==> images/congestion_map.png <==
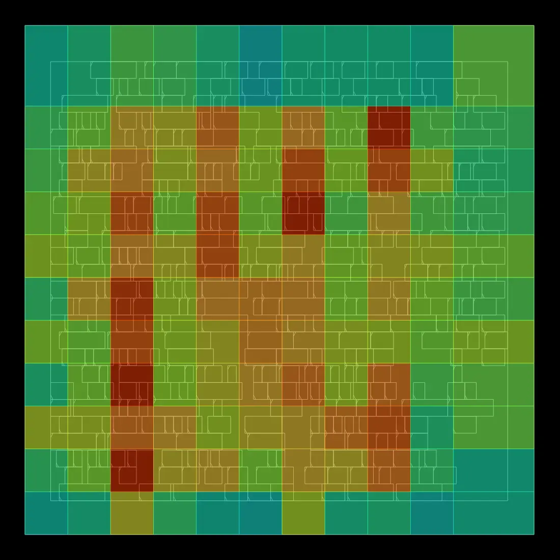
==> images/m1.png <==
Supply wires on this layer in gray. Cells faint in the background.
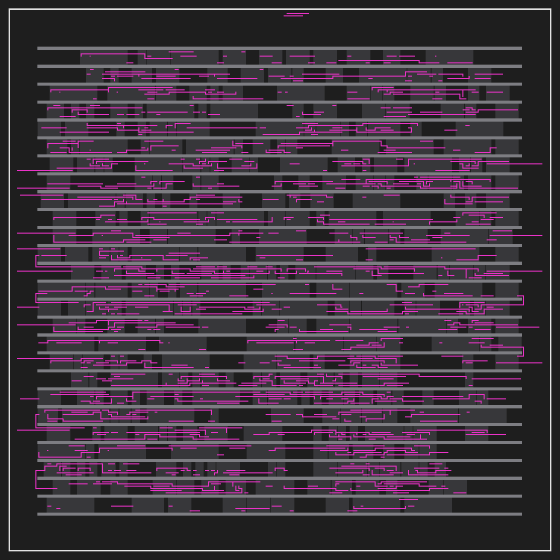
==> images/ff_map.png <==
Other sequential cells in the stronger gray, the rest of the logic in the fainter gray.
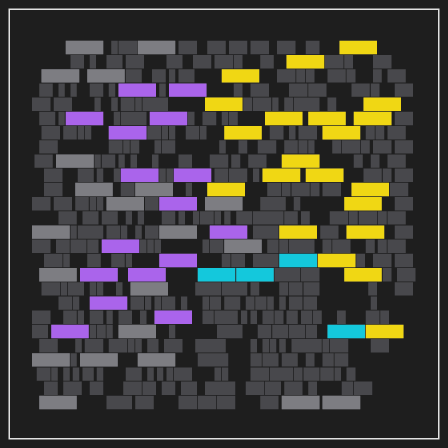
`src/rtl/alu_pkg.sv`:
```
// alu_pkg: opcodes, flag bit positions and sequencer state encoding shared with the ALU
package alu_pkg;

  localparam logic [1:0] OP_NOR  = 2'd0;
  localparam logic [1:0] OP_NAND = 2'd1;
  localparam logic [1:0] OP_ADD  = 2'd2;
  localparam logic [1:0] OP_SUB  = 2'd3;

  localparam int FLG_P = 0;
  localparam int FLG_N = 1;
  localparam int FLG_Z = 2;
  localparam int FLG_C = 3;
  localparam int FLG_V = 4;

  typedef enum logic [3:0] {
    S_RX_OP,
    S_RX_A,
    S_RX_B,
    S_LD_A,
    S_LD_B,
    S_LD_OP,
    S_UPD,
    S_CAP,
    S_TX
  } state_t;

endpackage

```
`src/rtl/byte_shift_reg.sv`:
```
// byte_shift_reg: byte-wide LSB-first shift register with parallel load
module byte_shift_reg #(
  parameter int W  = 16,
  parameter int OW = W
) (
  input  logic          clk,
  input  logic          rst_n,
  input  logic          load,
  input  logic [W-1:0]  load_val,
  input  logic          shift,
  input  logic [7:0]    din,
  output logic [OW-1:0] dout
);

  logic [W-1:0] q;

  // new bytes enter at the top so the first byte received ends up in the low byte
  always_ff @(posedge clk)
    if (!rst_n) q <= '0;
    else if (load) q <= load_val;
    else if (shift) q <= W'({din, q} >> 8);

  assign dout = q[OW-1:0];

endmodule

```
`src/rtl/alu_byte_sequencer.sv`:
```
// alu_byte_sequencer: byte-framed command front end that drives the ALU load/update strobes
module alu_byte_sequencer
  import alu_pkg::*;
#(
  parameter int N = 16
) (
  input  logic         clk,
  input  logic         rst_n,
  input  logic [7:0]   in_data,
  input  logic         in_valid,
  output logic         in_ready,
  output logic [N-1:0] alu_data,
  output logic         alu_load_a,
  output logic         alu_load_b,
  output logic         alu_load_op,
  output logic         alu_update,
  input  logic [N-1:0] alu_result,
  input  logic [4:0]   alu_flags,
  output logic [7:0]   out_data,
  output logic         out_valid,
  input  logic         out_ready,
  output logic         busy,
  output logic         err
);

  localparam int BYTES = N / 8;
  localparam int CW    = $clog2(BYTES + 1);

  state_t        state, state_nx;
  logic [CW-1:0] cnt, cnt_nx;
  logic [1:0]    op;
  logic [N-1:0]  a, b;
  logic          in_fire, out_fire, op_ok;

  assign in_ready    = state == S_RX_OP || state == S_RX_A || state == S_RX_B;
  assign out_valid   = state == S_TX;
  assign busy        = state != S_RX_OP;
  assign alu_load_a  = state == S_LD_A;
  assign alu_load_b  = state == S_LD_B;
  assign alu_load_op = state == S_LD_OP;
  assign alu_update  = state == S_UPD;
  assign alu_data    = alu_load_a ? a : alu_load_b ? b : alu_load_op ? N'(op) : '0;
  assign in_fire     = in_valid & in_ready;
  assign out_fire    = out_valid & out_ready;
  assign op_ok       = in_data[7:2] == '0;

  // state, byte counter, accepted opcode and the reject pulse
  always_ff @(posedge clk)
    if (!rst_n) begin
      state <= S_RX_OP;
      cnt   <= '0;
      op    <= '0;
      err   <= 1'b0;
    end else begin
      state <= state_nx;
      cnt   <= cnt_nx;
      err   <= in_fire && state == S_RX_OP && !op_ok;
      if (in_fire && state == S_RX_OP && op_ok) op <= in_data[1:0];
    end

  // next state; the counter restarts on every state change and counts transfers otherwise
  always_comb begin
    state_nx = state;
    case (state)
      S_RX_OP: state_nx = in_valid && op_ok ? S_RX_A : S_RX_OP;
      S_RX_A:  state_nx = in_valid && cnt == CW'(BYTES - 1) ? S_RX_B : S_RX_A;
      S_RX_B:  state_nx = in_valid && cnt == CW'(BYTES - 1) ? S_LD_A : S_RX_B;
      S_LD_A:  state_nx = S_LD_B;
      S_LD_B:  state_nx = S_LD_OP;
      S_LD_OP: state_nx = S_UPD;
      S_UPD:   state_nx = S_CAP;
      S_CAP:   state_nx = S_TX;
      S_TX:    state_nx = out_ready && cnt == CW'(BYTES) ? S_RX_OP : S_TX;
      default: state_nx = S_RX_OP;
    endcase
    cnt_nx = state_nx != state ? '0 : cnt + CW'(in_fire | out_fire);
  end

  byte_shift_reg #(.W(N)) u_a (
    .clk      (clk),
    .rst_n    (rst_n),
    .load     (1'b0),
    .load_val ('0),
    .shift    (in_fire && state == S_RX_A),
    .din      (in_data),
    .dout     (a)
  );

  byte_shift_reg #(.W(N)) u_b (
    .clk      (clk),
    .rst_n    (rst_n),
    .load     (1'b0),
    .load_val ('0),
    .shift    (in_fire && state == S_RX_B),
    .din      (in_data),
    .dout     (b)
  );

  byte_shift_reg #(.W(N + 8), .OW(8)) u_tx (
    .clk      (clk),
    .rst_n    (rst_n),
    .load     (state == S_CAP),
    .load_val ({3'b000, alu_flags, alu_result}),
    .shift    (out_fire),
    .din      (8'h00),
    .dout     (out_data)
  );

endmodule

```
`config.mk`:
```
export PLATFORM = sky130hd
export DESIGN_NAME = alu_byte_sequencer
export DESIGN_NICKNAME = d
export VERILOG_FILES = /design/src/rtl/alu_pkg.sv /design/src/rtl/byte_shift_reg.sv /design/src/rtl/alu_byte_sequencer.sv
export SDC_FILE = /design/constraint.sdc
export NUM_CORES = 1
export LEC_CHECK = 0
export ABC_CLOCK_PERIOD_IN_PS = 4300
export CAP_MARGIN = 20
export CORE_MARGIN = 4
export CORE_UTILIZATION = 54
export DETAILED_ROUTE_END_ITERATION = 6
export PLACE_DENSITY_LB_ADDON = 0.1
export SYNTH_ARGS = -nofsm -noshare
export SYNTH_HDL_FRONTEND = slang
export SYNTH_SLANG_ARGS = --single-unit
```
`constraint.sdc`:
```
create_clock -name clk -period 4.3 [get_ports clk]
set_input_delay 1.29 -clock clk [delete_from_list [all_inputs] [get_ports clk]]
set_output_delay 1.29 -clock clk [all_outputs]
set_load 0.005 [all_outputs]
```
==> impl_metrics.py <==
# Physical implementation metrics
metrics = {
    "synth": {
        "xor_share_pct": 0.593,
        "mux_area_share_pct": 5.08,
        "synthTopLogicFamily": "AND-OR/OR-AND gates",
        "post-synth-top-count-cell": "nand2_1",
        "yosys_cells": 337,
        "ys_warn_count": 0,
        "aoi_share_pct": 22.6,
        "synthDistinctLibCells": 40,
        "synth_flops": 62,
        "ys_async_sr_fraction_pct": 0,
        "syn_inst": 337,
        "synth-main-ff-cell": "dfxtp_1",
    },
    "sta": {
        "rsz0062_at_grt": "no",
        "finalHoldViolations": 0,
        "period_used_pct": 90.8,
        "max_freq_mhz": 256,
        "clock_skew_ns": 0.00669,
        "maxSlewViolCount": 0,
    },
    "finish": {
        "final_common_cell": "nand2_1",
        "layout_top_cells": "nand2_1, clkdlybuf4s50_1, dfxtp_1, a21boi_1, a21boi_0",
        "nNetsFinal": 418,
        "sh_comb_area_pct": 41.0,
        "fillCellCount": 435,
        "area_growth_syn_to_layout_pct": 24.0,
        "regMostFlops": "u_tx.q",
        "finalInstanceArea_um2": 3670,
        "non_clock_inverter_count": 1,
        "flops": 62,
        "largest_register_ff_count": 21,
    },
    "drt": {
        "met2_length_mm": 3.23,
        "drtPass1Iterations": 4,
        "top_layer": "met4",
        "wl_met3_um": 414,
        "postRouteAntennaNets": 0,
        "viasPerCell": 5.51,
    },
    "power": {
        "p_leak_nw": 1.32,
        "pg_clk_w": 0.000439,
        "internal-power_w": 0.000838,
        "switching_share_pct": 22.6,
        "power.switching_w": 0.000245,
        "p_per_area_nw_per_um2": 296,
        "p_comb_w": 0.0000646,
        "power_leader": "registers",
    },
    "placement": {
        "dp_slack_ns": 0.762,
        "numPlacedInstances": 443,
        "place_area_um2": 3500,
    },
    "clock_tree": {
        "clockBufferDepth": 2,
        "ctsHoldBuffers": 0,
        "clkSlewWorstSetupHoldPaths_ns": 0.06,
        "cts-htree-levels": 3,
        "clk_latency_ns": 0.34,
        "cts_tree": "done",
        "cts_setup_buffers": 0,
        "clock_sinks": 62,
    },
    "worst_hold_path": {
        "min-delay-start": "u_b.dout[2]",
        "min_path_cells": 2,
    },
    "worst_setup_path": {
        "slowest_delay_ns": 0.67,
        "start_kind": "register",
        "cp_max_fo": 17,
        "r2r_cells": 5,
        "crit_family": "simple AND/OR/NAND/NOR gates",
        "r2r-start": "state[2]",
        "reg2reg_to": "u_tx.q[9]",
    },
    "status": {
        "outcome": "finished, final reports clean",
    },
    "grt": {
        "grt_pass1_wl_mm": 11.2,
        "grt-ovfl-total": 0,
        "use_met3_pct": 5.59,
    },
    "die": {
        "fp_util_pct": 56.8,
        "io_pins": 65,
        "die_x_um": 82.0,
    },
}
About congestion_map.png:
M1 GR Usage: 27.7%
fin util: 70.4%
met2 Track Usage GR: 36.1%
total track usage: 22.1%

About m1.png:
longest straight run: 23.9 um
main direction: horizontal
nets with wire on the layer: 388
wire length on this layer: 3,170 um
share of all routed wire: 46%
Vias: 2,531
final WL: 6.90 mm

About ff_map.png:
| signal | color | sequential cells |
|---|---|---|
| state | cyan | 4 |
| u_tx.q | yellow | 21 |
| u_b.dout | purple | 16 |
not colored: 21
register area: 1240 um^2
flop share of the area: 33.9%
P_seq: 0.000580 W

Power is estimated from default activity; no workload was simulated.
